**config.mk**
```make
export PLATFORM = sky130hd
export DESIGN_NAME = app_select_ctrl
export DESIGN_NICKNAME = d
export VERILOG_FILES = /design/src/rtl/app_sel_pkg.sv /design/src/rtl/sel_debounce.sv /design/src/rtl/app_select_ctrl.sv
export SDC_FILE = /design/constraint.sdc
export NUM_CORES = 1
export LEC_CHECK = 0
export CORE_MARGIN = 3
export CORE_UTILIZATION = 48
export CTS_BUF_LIST = sky130_fd_sc_hd__clkbuf_8
export DETAILED_ROUTE_END_ITERATION = 8
export HOLD_SLACK_MARGIN = 0.1
export PLACE_DENSITY = 0.81
export SLEW_MARGIN = 0
export SYNTH_ARGS = -nofsm -noshare
export SYNTH_HDL_FRONTEND = slang
export SYNTH_SLANG_ARGS = --single-unit
```
**constraint.sdc**
```tcl
create_clock -name CLK -period 2.4 [get_ports CLK]
set_clock_uncertainty 0.1 [all_clocks]
set_input_delay 0.24 -clock CLK [delete_from_list [all_inputs] [get_ports CLK]]
set_output_delay 0.24 -clock CLK [all_outputs]
set_load 0.01 [all_outputs]
```
**src/rtl/app_sel_pkg.sv**
```systemverilog
// ---------------------------------------------------------------------------
// Module   : app_sel_pkg
// Purpose  : shared types, defaults and width helper for the app selector
// Revision : 1.0  initial release
// ---------------------------------------------------------------------------
`default_nettype none

package app_sel_pkg;

  typedef enum logic [0:0] {
    ST_RUN  = 1'b0,
    ST_SWAP = 1'b1
  } app_state_e;

  localparam int          SEG_W_DEF     = 12;
  localparam logic [11:0] SEG_BLANK_DEF = 12'hFFF;

  // Smallest width able to index n items, never less than one bit.
  function automatic int sel_clog2(input int n);
    int w;
    w = 1;
    for (int i = 1; i < 31; i++) begin
      if ((1 << i) < n) w = i + 1;
    end
    return w;
  endfunction

endpackage

`default_nettype wire

```
**src/rtl/sel_debounce.sv**
```systemverilog
// ---------------------------------------------------------------------------
// Module   : sel_debounce
// Purpose  : two-flop synchroniser plus candidate/counter debounce of a bus
// Revision : 1.0  initial release
// ---------------------------------------------------------------------------
`default_nettype none

module sel_debounce #(
  parameter int SEL_W        = 2,
  parameter int DEBOUNCE_CYC = 1000000
) (
  input  logic             clk,
  input  logic             rst,
  input  logic [SEL_W-1:0] sel_in,
  output logic [SEL_W-1:0] candidate,
  output logic             stable
);

  localparam int               CNT_W   = (DEBOUNCE_CYC > 1) ? $clog2(DEBOUNCE_CYC) : 1;
  localparam logic [CNT_W-1:0] CNT_MAX = CNT_W'(DEBOUNCE_CYC - 1);

  logic [SEL_W-1:0] sync1_q, sync1_d;
  logic [SEL_W-1:0] sync2_q, sync2_d;
  logic [SEL_W-1:0] cand_q,  cand_d;
  logic [CNT_W-1:0] cnt_q,   cnt_d;

  always_comb begin
    sync1_d = sel_in;
    sync2_d = sync1_q;
    cand_d  = cand_q;
    cnt_d   = cnt_q;
    // Any movement of the synchronised value restarts qualification.
    if (sync2_q != cand_q) begin
      cand_d = sync2_q;
      cnt_d  = '0;
    end else if (cnt_q != CNT_MAX) begin
      cnt_d = cnt_q + 1'b1;
    end
  end

  always_ff @(posedge clk) begin
    if (rst) begin
      sync1_q <= '0;
      sync2_q <= '0;
      cand_q  <= '0;
      cnt_q   <= '0;
    end else begin
      sync1_q <= sync1_d;
      sync2_q <= sync2_d;
      cand_q  <= cand_d;
      cnt_q   <= cnt_d;
    end
  end

  assign candidate = cand_q;
  assign stable    = (cnt_q == CNT_MAX);

endmodule

`default_nettype wire

```
**src/rtl/app_select_ctrl.sv**
```systemverilog
// ---------------------------------------------------------------------------
// Module   : app_select_ctrl
// Purpose  : debounced front-panel selector muxing N_APP SEG buses to board
// Revision : 1.0  initial release
// ---------------------------------------------------------------------------
`default_nettype none

module app_select_ctrl
  import app_sel_pkg::*;
#(
  parameter int               N_APP        = 4,
  parameter int               SEL_W        = sel_clog2(N_APP),
  parameter int               SEG_W        = SEG_W_DEF,
  parameter int               DEBOUNCE_CYC = 1000000,
  parameter int               SWAP_RST_CYC = 16,
  parameter logic [SEG_W-1:0] SEG_BLANK    = SEG_W'(SEG_BLANK_DEF)
) (
  input  logic                   CLK,
  input  logic                   RESET,
  input  logic [SEL_W-1:0]       SEL_IN,
  input  logic [N_APP*SEG_W-1:0] SEG_IN,
  output logic [SEG_W-1:0]       SEG,
  output logic [N_APP-1:0]       APP_RESET,
  output logic [SEL_W-1:0]       ACTIVE,
  output logic                   SWITCHING,
  output logic                   CHANGED
);

  localparam int               SWC_W    = (SWAP_RST_CYC > 1) ? $clog2(SWAP_RST_CYC) : 1;
  localparam logic [SWC_W-1:0] SWC_LOAD = SWC_W'(SWAP_RST_CYC - 1);

  logic [SEL_W-1:0] cand;
  logic             stable;
  logic             cand_valid;
  logic [SEG_W-1:0] seg_sel;
  logic [N_APP-1:0] run_rst;

  app_state_e       state_q,     state_d;
  logic [SEL_W-1:0] active_q,    active_d;
  logic [SWC_W-1:0] swc_q,       swc_d;
  logic [SEG_W-1:0] seg_q,       seg_d;
  logic [N_APP-1:0] app_rst_q,   app_rst_d;
  logic             switching_q, switching_d;
  logic             changed_q,   changed_d;

  sel_debounce #(
    .SEL_W        (SEL_W),
    .DEBOUNCE_CYC (DEBOUNCE_CYC)
  ) u_sel_debounce (
    .clk       (CLK),
    .rst       (RESET),
    .sel_in    (SEL_IN),
    .candidate (cand),
    .stable    (stable)
  );

  // Selector codes beyond the populated apps are never acted on.
  assign cand_valid = (int'(cand) < N_APP);

  always_comb begin
    seg_sel = SEG_BLANK;
    run_rst = '1;
    for (int k = 0; k < N_APP; k++) begin
      if (active_q == SEL_W'(k)) begin
        seg_sel    = SEG_IN[k*SEG_W +: SEG_W];
        run_rst[k] = 1'b0;
      end
    end
  end

  always_comb begin
    state_d     = state_q;
    active_d    = active_q;
    swc_d       = swc_q;
    seg_d       = seg_q;
    app_rst_d   = app_rst_q;
    switching_d = switching_q;
    changed_d   = 1'b0;
    case (state_q)
      ST_RUN: begin
        seg_d       = seg_sel;
        app_rst_d   = run_rst;
        switching_d = 1'b0;
        if (stable && (cand != active_q) && cand_valid) begin
          active_d    = cand;
          state_d     = ST_SWAP;
          swc_d       = SWC_LOAD;
          app_rst_d   = '1;
          seg_d       = SEG_BLANK;
          changed_d   = 1'b1;
          switching_d = 1'b1;
        end
      end
      ST_SWAP: begin
        seg_d       = SEG_BLANK;
        app_rst_d   = '1;
        switching_d = 1'b1;
        if (swc_q == '0) begin
          state_d     = ST_RUN;
          seg_d       = seg_sel;
          app_rst_d   = run_rst;
          switching_d = 1'b0;
        end else begin
          swc_d = swc_q - 1'b1;
        end
      end
      default: begin
        state_d = ST_SWAP;
        swc_d   = SWC_LOAD;
      end
    endcase
  end

  always_ff @(posedge CLK) begin
    if (RESET) begin
      state_q     <= ST_SWAP;
      active_q    <= '0;
      swc_q       <= SWC_LOAD;
      seg_q       <= SEG_BLANK;
      app_rst_q   <= '1;
      switching_q <= 1'b1;
      changed_q   <= 1'b0;
    end else begin
      state_q     <= state_d;
      active_q    <= active_d;
      swc_q       <= swc_d;
      seg_q       <= seg_d;
      app_rst_q   <= app_rst_d;
      switching_q <= switching_d;
      changed_q   <= changed_d;
    end
  end

  assign SEG       = seg_q;
  assign APP_RESET = app_rst_q;
  assign ACTIVE    = active_q;
  assign SWITCHING = switching_q;
  assign CHANGED   = changed_q;

endmodule

`default_nettype wire

```
run_1/registers.png
The bar under the picture is 20 µm long. Other sequential cells in the stronger grey, the rest of the logic in the fainter grey.
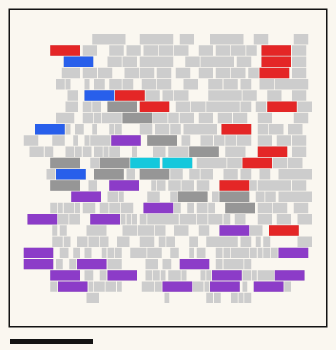
legend:
  swc_q:
    colour: blue
    flops: 4
  u_sel_debounce.cnt_q:
    colour: purple
    flops: 20
  u_sel_debounce.candidate:
    colour: cyan
    flops: 2
  SEG:
    colour: red
    flops: 12
not coloured: 12
Seq area share: 30.6%
seq pwr: 0.850 mW
core occupancy in the finished layout: 71.8%

run_1/cell_classes.png
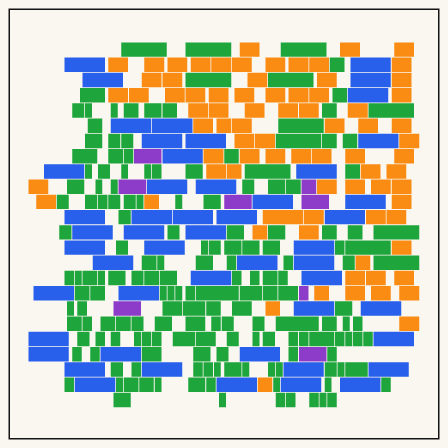
legend:
  flip-flops:
    colour: blue
    cells: 50
  other buffers and delay cells:
    colour: orange
    cells: 80
  clock drivers and dummy loads:
    colour: purple
    cells: 8
  all other logic:
    colour: green
    cells: 170
core footprint: 4560 µm²
post-route design area: 3280 µm²

==> metrics.cfg, run 1 <==
[min_path]
holdCritStartpoint=u_sel_debounce.sync1_q[1]$_SDFF_PP0_
min_path_cells=1
min_to=u_sel_debounce.sync2_q[1]$_SDFF_PP0_

[cells_and_area]
logic_gate_count=164
area_growth_pct=37.6
sequential_cell_total=50
top_register=u_sel_debounce.cnt_q
clockBufferCount=6
nFillCells=360
layout-drive-gt1-share_pct=13.0
lay_top_cells=71 x clkdlybuf4s50_1, 50 x dfxtp_1, 15 x nand2_1
dominant_cells=logic gates
largest_reg_flops=20
nNonClkInverters=6
antenna_cells=0
layout_top_cell=clkdlybuf4s50_1
n_all_buffers=80
register_area_um2=1000
comb_area_um2=1280
layout.nets=362
clk_share_pct=2.90

[synthesis]
simple_gate_share_pct=27.9
ys_types=45
postSynthAreaPerCell_um2=10.0
yosysWarnings=0
top_area_share_pct=42.0
ys_area_um2=2380
synth.most_common_cell=dfxtp_1
syn_area_um2=2380
ys_sh_xor_pct=4.05
largest_area_cell=dfxtp_1
synth-edff-count=0
ys_seq_share_pct=42.0
synthTopCellsByArea=dfxtp_1 42%, mux4_2 11%, nand3b_1 3.8%
ys_ff=50
fa_ha_area_share_pct=1.58
ys_top_logic_family=simple AND/OR/NAND/NOR gates
mux_share_pct=11.4
ys_sh_aoi_pct=9.09
ys_async_sr_fraction_pct=0
synthFlopType=dfxtp_1
synthesis.nets=292
synth_cells=237

[worst_setup_path]
cp.arrival_ns=2.22
critPathCapture=u_sel_debounce.cnt_q[6]$_SDFFE_PP0P_
r2r_end=u_sel_debounce.cnt_q[6]$_SDFFE_PP0P_
worstPathRequired_ns=2.50
worstRegToRegCells=5
cp.depth=5
cp-end-kind=flop
cp_top_family=simple AND/OR/NAND/NOR gates
crit_type=flop to flop
cp_slowest_stage_delay_ns=0.70
cp-start-kind=flop
path_cells=ha_1 -> nand4_1 -> or4_1 -> nor2_1 -> nor3_1
crit_buf_inv=0
critPathMaxFanout=6
ff2ff_setup_slack_ns=0.28

[final_timing]
finalMaxSlewViolations=0
final-setup-viol-count=0
tightest_slew_ns=0.568
tns_ns=0
max_clock_freq_mhz=473
min_period_ns=2.12
period_used_pct=88.2
timing.hold.ws_ns=0.347
hold_viol_final=0
rsz0062_at_grt=no

[grt]
grt_max_degree=22
groute.usage.overall_pct=22.5
first_global_vias=2078
grt_pass1_wl_um=10500

[clock_network]
postCtsHoldBufs=0
cts_tree=done
cts_buffer_depth=2
clockRootBuffer=clkbuf_8
htree_levels=2
cts_buffers=5

[pwr]
swShare_pct=21.8
p_leak_nw=1.11
total_power_mw=1.51
p_seq_share_pct=56.3
p_sw_mw=0.330
clkPwrFrac_pct=33.6
irDropWorstVdd_v=0.000380

[detailed_routing]
drc_errors=0
post_drt_wl_per_cell_um=16.5
drtAntennaViolNets=0
first_iter_violations=157
routed_wl_um=6170

[outcome]
status=completed

[placement]
io_buffers=71
dp_hpwl_um=4820
place_area_um2=3180

[run]
warnings=27
maxCapViolations=0

[floorplanning]
chip_area_um2=5840
placementRows=24
dieHeight_um=76.4
nWellTaps=65
io-pin-count=72

run_1/density.png
8 x 8 tiles, from white (low) to dark blue (high), 0 to 100% covered.
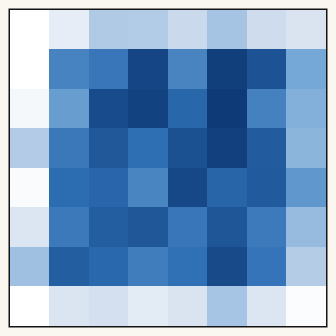
mean over tiles: 55%
nearly empty tiles: 6.2%
tiles over 75% full: 34%
starting density of the core: 52.2%

[run 1: metrics by stage]
stage | instances | util [%] | setup WS, ns
floorplan | 237 | - | 0.451
global placement | 365 | 69.7 | 0.324
detailed placement | 365 | 69.7 | 0.301
CTS | 373 | 71.8 | 0.295
global route | 373 | 71.8 | 0.170
finish | 373 | 71.8 | 0.284
[run 1: power groups by stage]
stage	clock [mW]	sequential [mW]	combinational, mW
after global placement	0	0.869	0.147
final	0.507	0.850	0.152
after CTS	0.516	0.850	0.152
after detailed placement	0	0.869	0.152
after floorplan	0	0.867	0.0533
after global routing	0.551	0.852	0.163
[run 1: metal layers]
metal / GRT usage (%) / wire, µm
met3: 5.08 / 378
met5: 0 / 0
met1: 28.9 / 2700
met2: 37.9 / 3030
met4: 6.16 / 57
==> run 1 -> run 2 <==
Settings changed: SKIP_LAST_GASP set to 1.
run_2/cell_classes.png
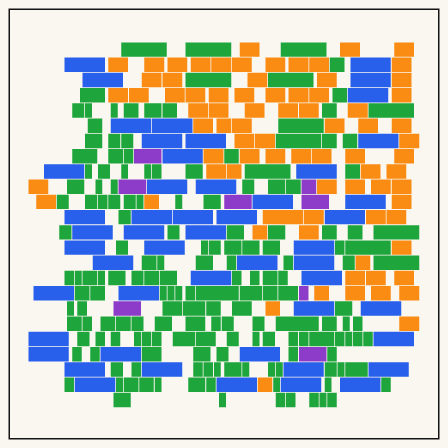
legend:
  flip-flops:
    colour: blue
    cells: 50
  all other logic:
    colour: green
    cells: 170
  other buffers and delay cells:
    colour: orange
    cells: 80
  clock drivers and dummy loads:
    colour: purple
    cells: 8
Site Rows: 24

==> metrics.cfg, run 2 <==
[outcome]
status=completed

[clock_network]
post_cts_buffers=0
clk_latency_ns=0.31
htree_levels=2
cts_resized=0
clockRootBuffer=clkbuf_8
cts_tree=done
postCtsHoldBufs=0
cts_buffers=5
cts_buffer_depth=2

[placement]
gp_congestion=0.853
pre_cts_slack_ns=0.301
dp_cells=365
io_buffers=71
dp_hpwl_um=4820
place_area_um2=3180

[worst_setup_path]
slowest_stage=or4_1
cp_slowest_stage_delay_ns=0.70
ff2ff_setup_slack_ns=0.28
crit_type=flop to flop
critPathMaxFanout=6
path_cells=ha_1 -> nand4_1 -> or4_1 -> nor2_1 -> nor3_1
cp-end-kind=flop
cp.arrival_ns=2.22
cp-start-kind=flop
cp_top_family=simple AND/OR/NAND/NOR gates
worstPathRequired_ns=2.50
crit_buf_inv=0

[synthesis]
synth.most_common_cell=dfxtp_1
synth-edff-count=0
ys_sh_xor_pct=4.05
synthFlopType=dfxtp_1
synthesis.nets=292
ys_sh_aoi_pct=9.09
ys_area_um2=2380
ys_types=45
largest_area_cell=dfxtp_1
ys_ff=50
postSynthAreaPerCell_um2=10.0
fa_ha_area_share_pct=1.58
syn_area_um2=2380
ys_async_sr_fraction_pct=0
ys_seq_share_pct=42.0
simple_gate_share_pct=27.9
top_area_share_pct=42.0
yosysCellCount=237
synthTopCellsByCount=50 x dfxtp_1, 15 x nand2_1, 14 x a21oi_1
yosysWarnings=0
synthTopCellsByArea=dfxtp_1 42%, mux4_2 11%, nand3b_1 3.8%
synth_cells=237
mux_share_pct=11.4
ys_top_logic_family=simple AND/OR/NAND/NOR gates

[cells_and_area]
nNonClkInverters=6
largest_reg_flops=20
nFillCells=360
n_all_buffers=80
clk_share_pct=2.90
layout.nets=362
comb_area_um2=1280
clockBufferCount=6
register_area_um2=1000
sh_seq_area_pct=30.6
area_growth_pct=37.6
antenna_cells=0
layout_top_cell=clkdlybuf4s50_1
sh_comb_area_pct=39.2
sequential_cell_total=50
stdcell_count=373
lay_top_cells=71 x clkdlybuf4s50_1, 50 x dfxtp_1, 15 x nand2_1
dominant_cells=logic gates
layout-drive-gt1-share_pct=13.0
top_register=u_sel_debounce.cnt_q
logic_gate_count=164
fin_util_pct=71.8
final_area_um2=3280

[floorplanning]
initial_core_util_pct=52.2
dieHeight_um=76.4
dieWidth_um=76.4
chip_area_um2=5840
coreArea_um2=4560
io-pin-count=72
nWellTaps=65

[pwr]
pg_seq_mw=0.850
powerComb_mw=0.152
p_seq_share_pct=56.3
total_power_mw=1.51
p_comb_share_pct=10.1
p_clk_mw=0.507
clkPwrFrac_pct=33.6
p_leak_nw=1.11
maxPowerGroup=registers
swShare_pct=21.8
power_density_nw_per_um2=461
irDropWorstVdd_v=0.000380
p_sw_mw=0.330

[detailed_routing]
first_iter_violations=157
drc_errors=0
met1Wirelength_um=2700
drtAntennaViolNets=0
routed_wl_um=6170
wl_met2_um=3030
post_drt_wl_per_cell_um=16.5
dr.pass1.iters=4
highest_layer=met4
dr_wl_met3_um=378

[run]
maxCapViolations=0
warnings=27

[final_timing]
min_period_ns=2.12
final-setup-viol-count=0
period_used_pct=88.2
tns_ns=0
max_clock_freq_mhz=473
hold_viol_final=0
finalMaxSlewViolations=0
rsz0062_at_grt=no
timing.hold.ws_ns=0.347
tightest_slew_ns=0.568
max_slew_margin_pct=62.1
fin_ws_ns=0.284

[grt]
met2_usage_pct=37.9
grt_util_met3_pct=5.08
grt.busiest_layer=met2
groute.usage.overall_pct=22.5
grt_use_met1_pct=28.9
first_global_vias=2078
grt_pass1_wl_um=10500
grt_max_degree=22

run 2: cell counts after synthesis:
Identical to the previous run, type by type.
run 2: path summary, 6_finish.rpt:
path	to	cells after the start	start
hold / removal	u_sel_debounce.sync2_q[1]$_SDFF_PP0_	1	u_sel_debounce.sync1_q[1]$_SDFF_PP0_
hold reg to reg	u_sel_debounce.sync2_q[1]$_SDFF_PP0_	1	u_sel_debounce.sync1_q[1]$_SDFF_PP0_
setup reg to reg	u_sel_debounce.cnt_q[6]$_SDFFE_PP0P_	5	u_sel_debounce.cnt_q[0]$_SDFFE_PP0P_
setup / recovery	u_sel_debounce.cnt_q[6]$_SDFFE_PP0P_	5	u_sel_debounce.cnt_q[0]$_SDFFE_PP0P_
==> run 2 -> run 3 <==
Settings changed: ABC_CLOCK_PERIOD_IN_PS set to 2400.
run_3/cell_classes.png
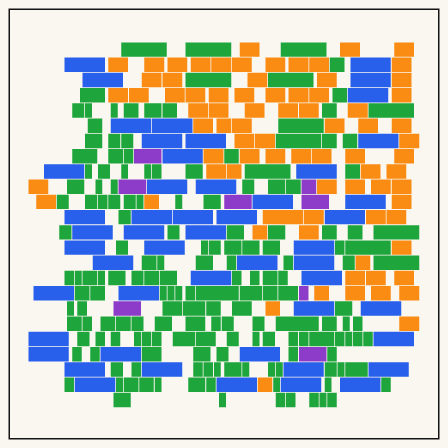
legend:
  clock drivers and dummy loads:
    colour: purple
    cells: 8
  other buffers and delay cells:
    colour: orange
    cells: 80
  flip-flops:
    colour: blue
    cells: 50
  all other logic:
    colour: green
    cells: 170

==> metrics.cfg, run 3 <==
[worst_setup_path]
reg2reg_from=u_sel_debounce.cnt_q[0]$_SDFFE_PP0P_
worstPathRequired_ns=2.50
cp.depth=5
critPathMaxFanout=6
cp_slowest_stage_delay_ns=0.70
crit_buf_inv=0
crit_type=flop to flop
r2r_end=u_sel_debounce.cnt_q[6]$_SDFFE_PP0P_
crit_path_start=u_sel_debounce.cnt_q[0]$_SDFFE_PP0P_
path_cells=ha_1 -> nand4_1 -> or4_1 -> nor2_1 -> nor3_1
slowest_stage=or4_1
worstRegToRegCells=5
critPathCapture=u_sel_debounce.cnt_q[6]$_SDFFE_PP0P_
cp_top_family=simple AND/OR/NAND/NOR gates

[cells_and_area]
top_register=u_sel_debounce.cnt_q
nNonClkInverters=6
nFillCells=360
lay_top_cells=71 x clkdlybuf4s50_1, 50 x dfxtp_1, 15 x nand2_1
antenna_cells=0
layout_top_cell=clkdlybuf4s50_1
sequential_cell_total=50
clk_share_pct=2.90
final_area_um2=3280
comb_area_um2=1280
largest_reg_flops=20

[synthesis]
ys_sh_aoi_pct=9.09
yosysWarnings=0
syn_area_um2=2380
synthesis.nets=292
largest_area_cell=dfxtp_1
ys_async_sr_fraction_pct=0
ys_area_um2=2380
synth_cells=237
mux_share_pct=11.4
synthTopCellsByCount=50 x dfxtp_1, 15 x nand2_1, 14 x a21oi_1
simple_gate_share_pct=27.9
ys_types=45
ys_ff=50
ys_sh_xor_pct=4.05

[grt]
grt_max_degree=22
groute.usage.overall_pct=22.5
first_global_vias=2078

[clock_network]
post_cts_buffers=0
cts_tree=done
cts_buffer_depth=2
postCtsHoldBufs=0
cts_resized=0
clk_latency_ns=0.31

[final_timing]
max_clock_freq_mhz=473
period_used_pct=88.2
timing.hold.ws_ns=0.347
tightest_slew_ns=0.568
hold_viol_final=0
final-setup-viol-count=0
max_slew_margin_pct=62.1

[detailed_routing]
dr.pass1.iters=4
drtAntennaViolNets=0
drc_errors=0
first_iter_violations=157
routed_wl_um=6170

[run]
maxCapViolations=0
warnings=27

[floorplanning]
chip_area_um2=5840
initial_core_util_pct=52.2
dieHeight_um=76.4
coreArea_um2=4560

[pwr]
p_leak_nw=1.11
power_density_nw_per_um2=461
irDropWorstVdd_v=0.000380

[placement]
pre_cts_slack_ns=0.301

[outcome]
status=completed

==> run 3: cell counts after synthesis <==
No cell type changed its count.
==> run 3: routing by layer <==
metal	GRT usage (%)	share of wire, %	wire [µm]	vias up
li1	-	-	-	1022
met3	5.08	6.1	378	7
met2	37.9	49	3030	62
met1	28.9	44	2700	1003
met4	6.16	0.92	57	0
met5	0	0	0	-
==> run 3: report_power, final <==
group          switching (mW)  total [mW]  leakage, nW  internal, mW
registers             0.00943       0.850        0.406         0.841
logic                  0.0449       0.152        0.660         0.107
clock network           0.275       0.507       0.0472         0.232
total                   0.330        1.51         1.11          1.18
==> run 3: stage by stage <==
step | utilization [%] | power, mW
floorplan | - | 0.921
global placement | 69.7 | 1.02
detailed placement | 69.7 | 1.02
CTS | 71.8 | 1.52
global route | 71.8 | 1.57
finish | 71.8 | 1.51
Power and IR drop assume default switching activity.
